$ cat src/rtl/pc_next_unit.sv
// Program-counter register and next-PC selector: sequential, branch, jump, JR, exception and ERET,
// with stall hold and a one-deep redirect buffer. Optional macro PC_REDIRECT_CNT_EN adds redirect_cnt.
module pc_next_unit #(
    parameter logic [31:0] RESET_PC   = 32'h0040_0000,
    parameter logic [31:0] EXC_VECTOR = 32'h0040_0004
) (
    input  logic        clk,
    input  logic        rst,
    input  logic        stall,
    input  logic [2:0]  pc_src,
    input  logic        br_taken,
    input  logic [31:0] imm_ext,
    input  logic [25:0] j_index,
    input  logic [31:0] rs_val,
    input  logic [31:0] epc,
    output logic [31:0] pc,
    output logic [31:0] pc_plus4,
    output logic [31:0] br_target,
    output logic        redirect,
    output logic        misalign,
`ifdef PC_REDIRECT_CNT_EN
    output logic [31:0] redirect_cnt,
`endif
    output logic        pending
);

    localparam logic [2:0] SRC_BRANCH = 3'd1;
    localparam logic [2:0] SRC_JUMP   = 3'd2;
    localparam logic [2:0] SRC_JR     = 3'd3;
    localparam logic [2:0] SRC_EXC    = 3'd4;
    localparam logic [2:0] SRC_ERET   = 3'd5;

    typedef enum logic {
        ST_RUN  = 1'b0,
        ST_PEND = 1'b1
    } state_t;

    state_t      r_state, w_state_next;
    logic [31:0] r_pc, w_pc_next;
    logic [31:0] r_pend_tgt, w_pend_tgt_next;
    logic        r_pend_mis, w_pend_mis_next;
    logic        r_redirect, w_redirect_next;
    logic        r_misalign, w_misalign_next;

    logic [31:0] w_pc_plus4;
    logic [31:0] w_br_target;
    logic [31:0] w_jump_target;
    logic        w_jr_mis;
    logic        w_req;
    logic [31:0] w_target;
    logic        w_is_exc;
    logic        w_is_eret;
    logic        w_is_jr;

    assign w_pc_plus4    = r_pc + 32'd4;
    assign w_br_target   = w_pc_plus4 + imm_ext;
    assign w_jump_target = {w_pc_plus4[31:28], j_index, 2'b00};
    assign w_jr_mis      = (rs_val[1:0] != 2'b00);
    assign w_is_exc      = (pc_src == SRC_EXC);
    assign w_is_eret     = (pc_src == SRC_ERET);
    assign w_is_jr       = (pc_src == SRC_JR);

    // Target select; codes 6/7 fall through to sequential with no request.
    always_comb begin
        w_req    = 1'b0;
        w_target = w_pc_plus4;
        case (pc_src)
            SRC_BRANCH: begin
                if (br_taken) begin
                    w_req    = 1'b1;
                    w_target = w_br_target;
                end
            end
            SRC_JUMP: begin
                w_req    = 1'b1;
                w_target = w_jump_target;
            end
            SRC_JR: begin
                w_req    = 1'b1;
                w_target = w_jr_mis ? EXC_VECTOR : rs_val;
            end
            SRC_EXC: begin
                w_req    = 1'b1;
                w_target = EXC_VECTOR;
            end
            SRC_ERET: begin
                w_req    = 1'b1;
                w_target = epc;
            end
            default: ;
        endcase
    end

    always_comb begin
        w_state_next    = r_state;
        w_pc_next       = r_pc;
        w_pend_tgt_next = r_pend_tgt;
        w_pend_mis_next = r_pend_mis;
        w_redirect_next = 1'b0;
        w_misalign_next = 1'b0;
        case (r_state)
            ST_RUN: begin
                if (!stall) begin
                    w_pc_next       = w_req ? w_target : w_pc_plus4;
                    w_redirect_next = w_req;
                    w_misalign_next = w_is_jr && w_jr_mis;
                end else if (w_is_exc) begin
                    w_pc_next       = EXC_VECTOR;
                    w_redirect_next = 1'b1;
                end else if (w_req) begin
                    w_pend_tgt_next = w_target;
                    w_pend_mis_next = w_is_jr && w_jr_mis;
                    w_state_next    = ST_PEND;
                end
            end
            ST_PEND: begin
                // Exceptions discard the buffered redirect regardless of stall.
                if (w_is_exc) begin
                    w_pc_next       = EXC_VECTOR;
                    w_redirect_next = 1'b1;
                    w_pend_tgt_next = 32'd0;
                    w_pend_mis_next = 1'b0;
                    w_state_next    = ST_RUN;
                end else if (stall) begin
                    if (w_is_eret) begin
                        w_pend_tgt_next = epc;
                        w_pend_mis_next = 1'b0;
                    end
                end else begin
                    w_pc_next       = r_pend_tgt;
                    w_redirect_next = 1'b1;
                    w_misalign_next = r_pend_mis;
                    w_pend_mis_next = 1'b0;
                    w_state_next    = ST_RUN;
                end
            end
            default: w_state_next = ST_RUN;
        endcase
    end

    always_ff @(posedge clk) begin
        if (rst) begin
            r_state    <= ST_RUN;
            r_pc       <= RESET_PC;
            r_pend_tgt <= 32'd0;
            r_pend_mis <= 1'b0;
            r_redirect <= 1'b0;
            r_misalign <= 1'b0;
        end else begin
            r_state    <= w_state_next;
            r_pc       <= w_pc_next;
            r_pend_tgt <= w_pend_tgt_next;
            r_pend_mis <= w_pend_mis_next;
            r_redirect <= w_redirect_next;
            r_misalign <= w_misalign_next;
        end
    end

`ifdef PC_REDIRECT_CNT_EN
    logic [31:0] r_redirect_cnt;

    always_ff @(posedge clk) begin
        if (rst) begin
            r_redirect_cnt <= 32'd0;
        end else if (r_redirect && (r_redirect_cnt != 32'hFFFF_FFFF)) begin
            r_redirect_cnt <= r_redirect_cnt + 32'd1;
        end
    end

    assign redirect_cnt = r_redirect_cnt;
`endif

    assign pc        = r_pc;
    assign pc_plus4  = w_pc_plus4;
    assign br_target = w_br_target;
    assign redirect  = r_redirect;
    assign misalign  = r_misalign;
    assign pending   = (r_state == ST_PEND);

endmodule

$ cat config.mk
export PLATFORM = sky130hd
export DESIGN_NAME = pc_next_unit
export DESIGN_NICKNAME = d
export VERILOG_FILES = /design/src/rtl/pc_next_unit.sv
export SDC_FILE = /design/constraint.sdc
export NUM_CORES = 1
export LEC_CHECK = 0
export ABC_AREA = 1
export ABC_CLOCK_PERIOD_IN_PS = 3870
export CORE_UTILIZATION = 45
export DETAILED_ROUTE_END_ITERATION = 10
export PLACE_DENSITY = 0.76
export SLEW_MARGIN = 20
export SYNTH_ARGS = -nofsm -noshare
export SYNTH_HDL_FRONTEND = slang
export SYNTH_SLANG_ARGS = --single-unit
$ cat constraint.sdc
create_clock -name clk -period 3.87 [get_ports clk]
set_input_delay 0.774 -clock clk [delete_from_list [all_inputs] [get_ports clk]]
set_output_delay 0.774 -clock clk [all_outputs]
set_load 0.01 [all_outputs]
==> run summary <==
impl run done, here's what came out: outcome finished with violations, violated checks negative setup slack, endpoint of the worst-slack reg-to-reg timing path pc[23], synthesized area roughly 8000 um2, Die H about 140 um, cell repeated most along the worst path sky130_fd_sc_hd__nand2_1, power of the combinational group 2080 uW, Cells after DPL about 2100, final design instance area without fill between 10000 and 15000 um2, CP endpoint kind primary output, P_clk 925 uW, clock tree from TritonCTS built, origin of the worst setup path pc[8], top logic cell by instance count in the layout sky130_fd_sc_hd__nand2_1, clock buf count 9, sequential-cell power consumption about 840 uW, startpoint-to-endpoint class of the critical path reg2out, required time of the worst setup path 3100 ps, Fmax achieved between 200 and 300 MHz, count of nets left with antenna violations after detail routing 0, Final Routed Wirelength between 40 and 50 mm, Comb pwr share between 50% and 60%, setup slack of the critical path after layout -1.89 ps, Overall Power ~3800 uW, all-layer global routing usage between 40% and 50%, heaviest power group combinational logic, multi-input gate count 1127, chip width around 140 um, ys async rst share 0%, net total in the final layout 2054, list of cells traversed by the critical path buf_4 > nand2_2 > nor2_2 > buf_4 > nand4_1 > nor2_4 > xor2_2 > buf_6 > ha_4 > nand2_4 > inv_1 > a21oi_2 > o21bai_1 > nor2_1 > nand2_1 > nand2_1 > nand2_1 > dlygate4sd2_1, reg-to-reg critical path startpoint pc[8], data arrival time at the worst-slack endpoint roughly 3100 ps, net switching power ~1600 uW, area enclosed by the die boundary between 15000 and 20000 um2, metal3 WL about 4.3 mm, number of warnings in the stage logs 33, Switching Fraction 40.7%, Area growth syn-to-layout 65.3%, final setup violating endpoints 1, number of flops mapped to enable cells by yosys 0, post-synthesis share of cell area spent on and-or and or-and gates roughly 22%, CP Depth 18, count of synthesis-stage warnings from yosys 0, count of cells resized by post-cts repair 153, dominant register cell in the synthesized netlist sky130_fd_sc_hd__dfxtp_1, Post-Synthesis Net Count approximately 1600, FF-to-FF path depth 23, root buffer selected by CTS sky130_fd_sc_hd__clkbuf_16, leakage power ~0.0066 uW, most area-hungry cell type in the Yosys netlist sky130_fd_sc_hd__nand2_1, DRC violation count after routing 0, Inverters, non-clock between 200 and 250, post-synthesis chip area from yosys between 8000 and 9000 um2, Init Core Util between 40% and 50%, peak supply drop between 200 and 300 uV, top cells by count 491 x sky130_fd_sc_hd__nand2_1, 194 x sky130_fd_sc_hd__inv_1, 151 x sky130_fd_sc_hd__a21oi_1, 97 x sky130_fd_sc_hd__nand3_1, 92 x sky130_fd_sc_hd__nor2_1, cell internal pwr between 2000 and 2500 uW, DRT Pass-1 Iters 6, gr busiest metal met2, most frequent cells in the layout 446 x sky130_fd_sc_hd__nand2_1, 235 x sky130_fd_sc_hd__buf_4, 203 x sky130_fd_sc_hd__clkdlybuf4s50_1, Clock Latency Late Sink 340 ps, antenna violations before repair 0, synthesized flop and latch total between 60 and 70, Top-area cell share approximately 23%, pin slew with the least headroom to its limit 750 ps, slowest CP cell sky130_fd_sc_hd__dfxtp_2, Avg WL per Cell between 15 and 20 um, met2 demand-to-capacity share in global routing between 60% and 70%, drt first-iter violations about 1400, Final Hold Violating Endpoints 0, count of buffers inserted at the top-level ports 227, Post-Place Worst Slack -247 ps, GRT met1 Usage a little over half, total cells reported by yosys after synthesis about 1500, Critical Path Fanout Max 3, pin count of the biggest net entering global routing about 63, synthesized area per cell roughly 5.6 um2
**Wires at chosen ports, followed through buffers**

Bar = 50 um.
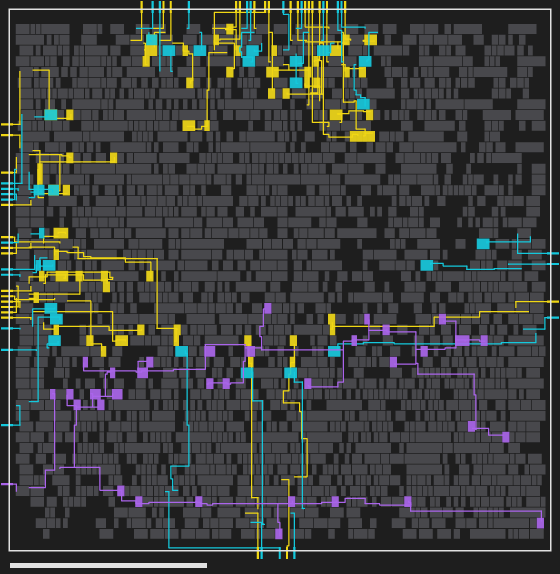
epc -> yellow  # bits 32, direction input, edge 16 north, 13 west, 2 south, 1 east, end cells 64, buffers 32, wire 1080 um
j_index -> cyan  # bits 26, direction input, edge 10 west, 10 north, 3 south, 3 east, end cells 26, buffers 26, wire 628 um
br_taken -> purple  # bits 1, direction input, edge west, end cells 34, buffers 2, wire 473 um

**Metal layers overlaid**

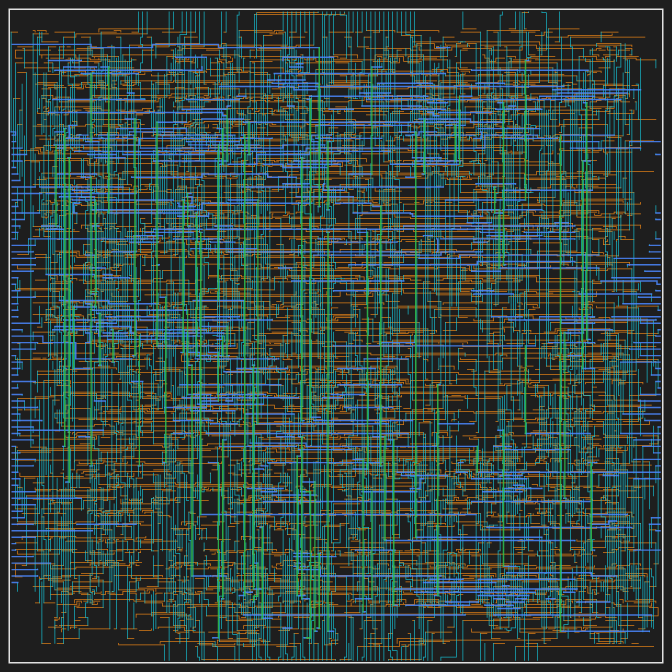
met3 -> blue  # wire length 4260 um
met1 -> orange  # wire length 15600 um
met4 -> green  # wire length 2200 um
met2 -> cyan  # wire length 18200 um

**Placement by cell class**

Fill, decap, tap and diode cells in grey.
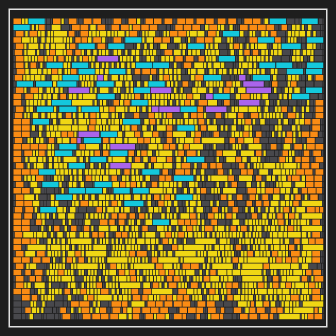
all other logic -> yellow  # cells 1338
clock drivers and dummy loads -> purple  # cells 16
other buffers and delay cells -> orange  # cells 469
flip-flops -> cyan  # cells 68

**Cell outlines without signal wires**

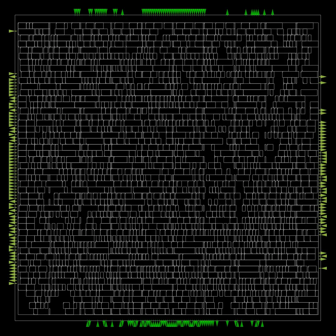
utilization after layout: 77.0%
Cell Count, Final, Fillers Out: 2116
sequential cell area share: 10.4%
number of fill cells in the layout: 1405
area of the core region: 17500 um2

Power and IR drop assume default switching activity.
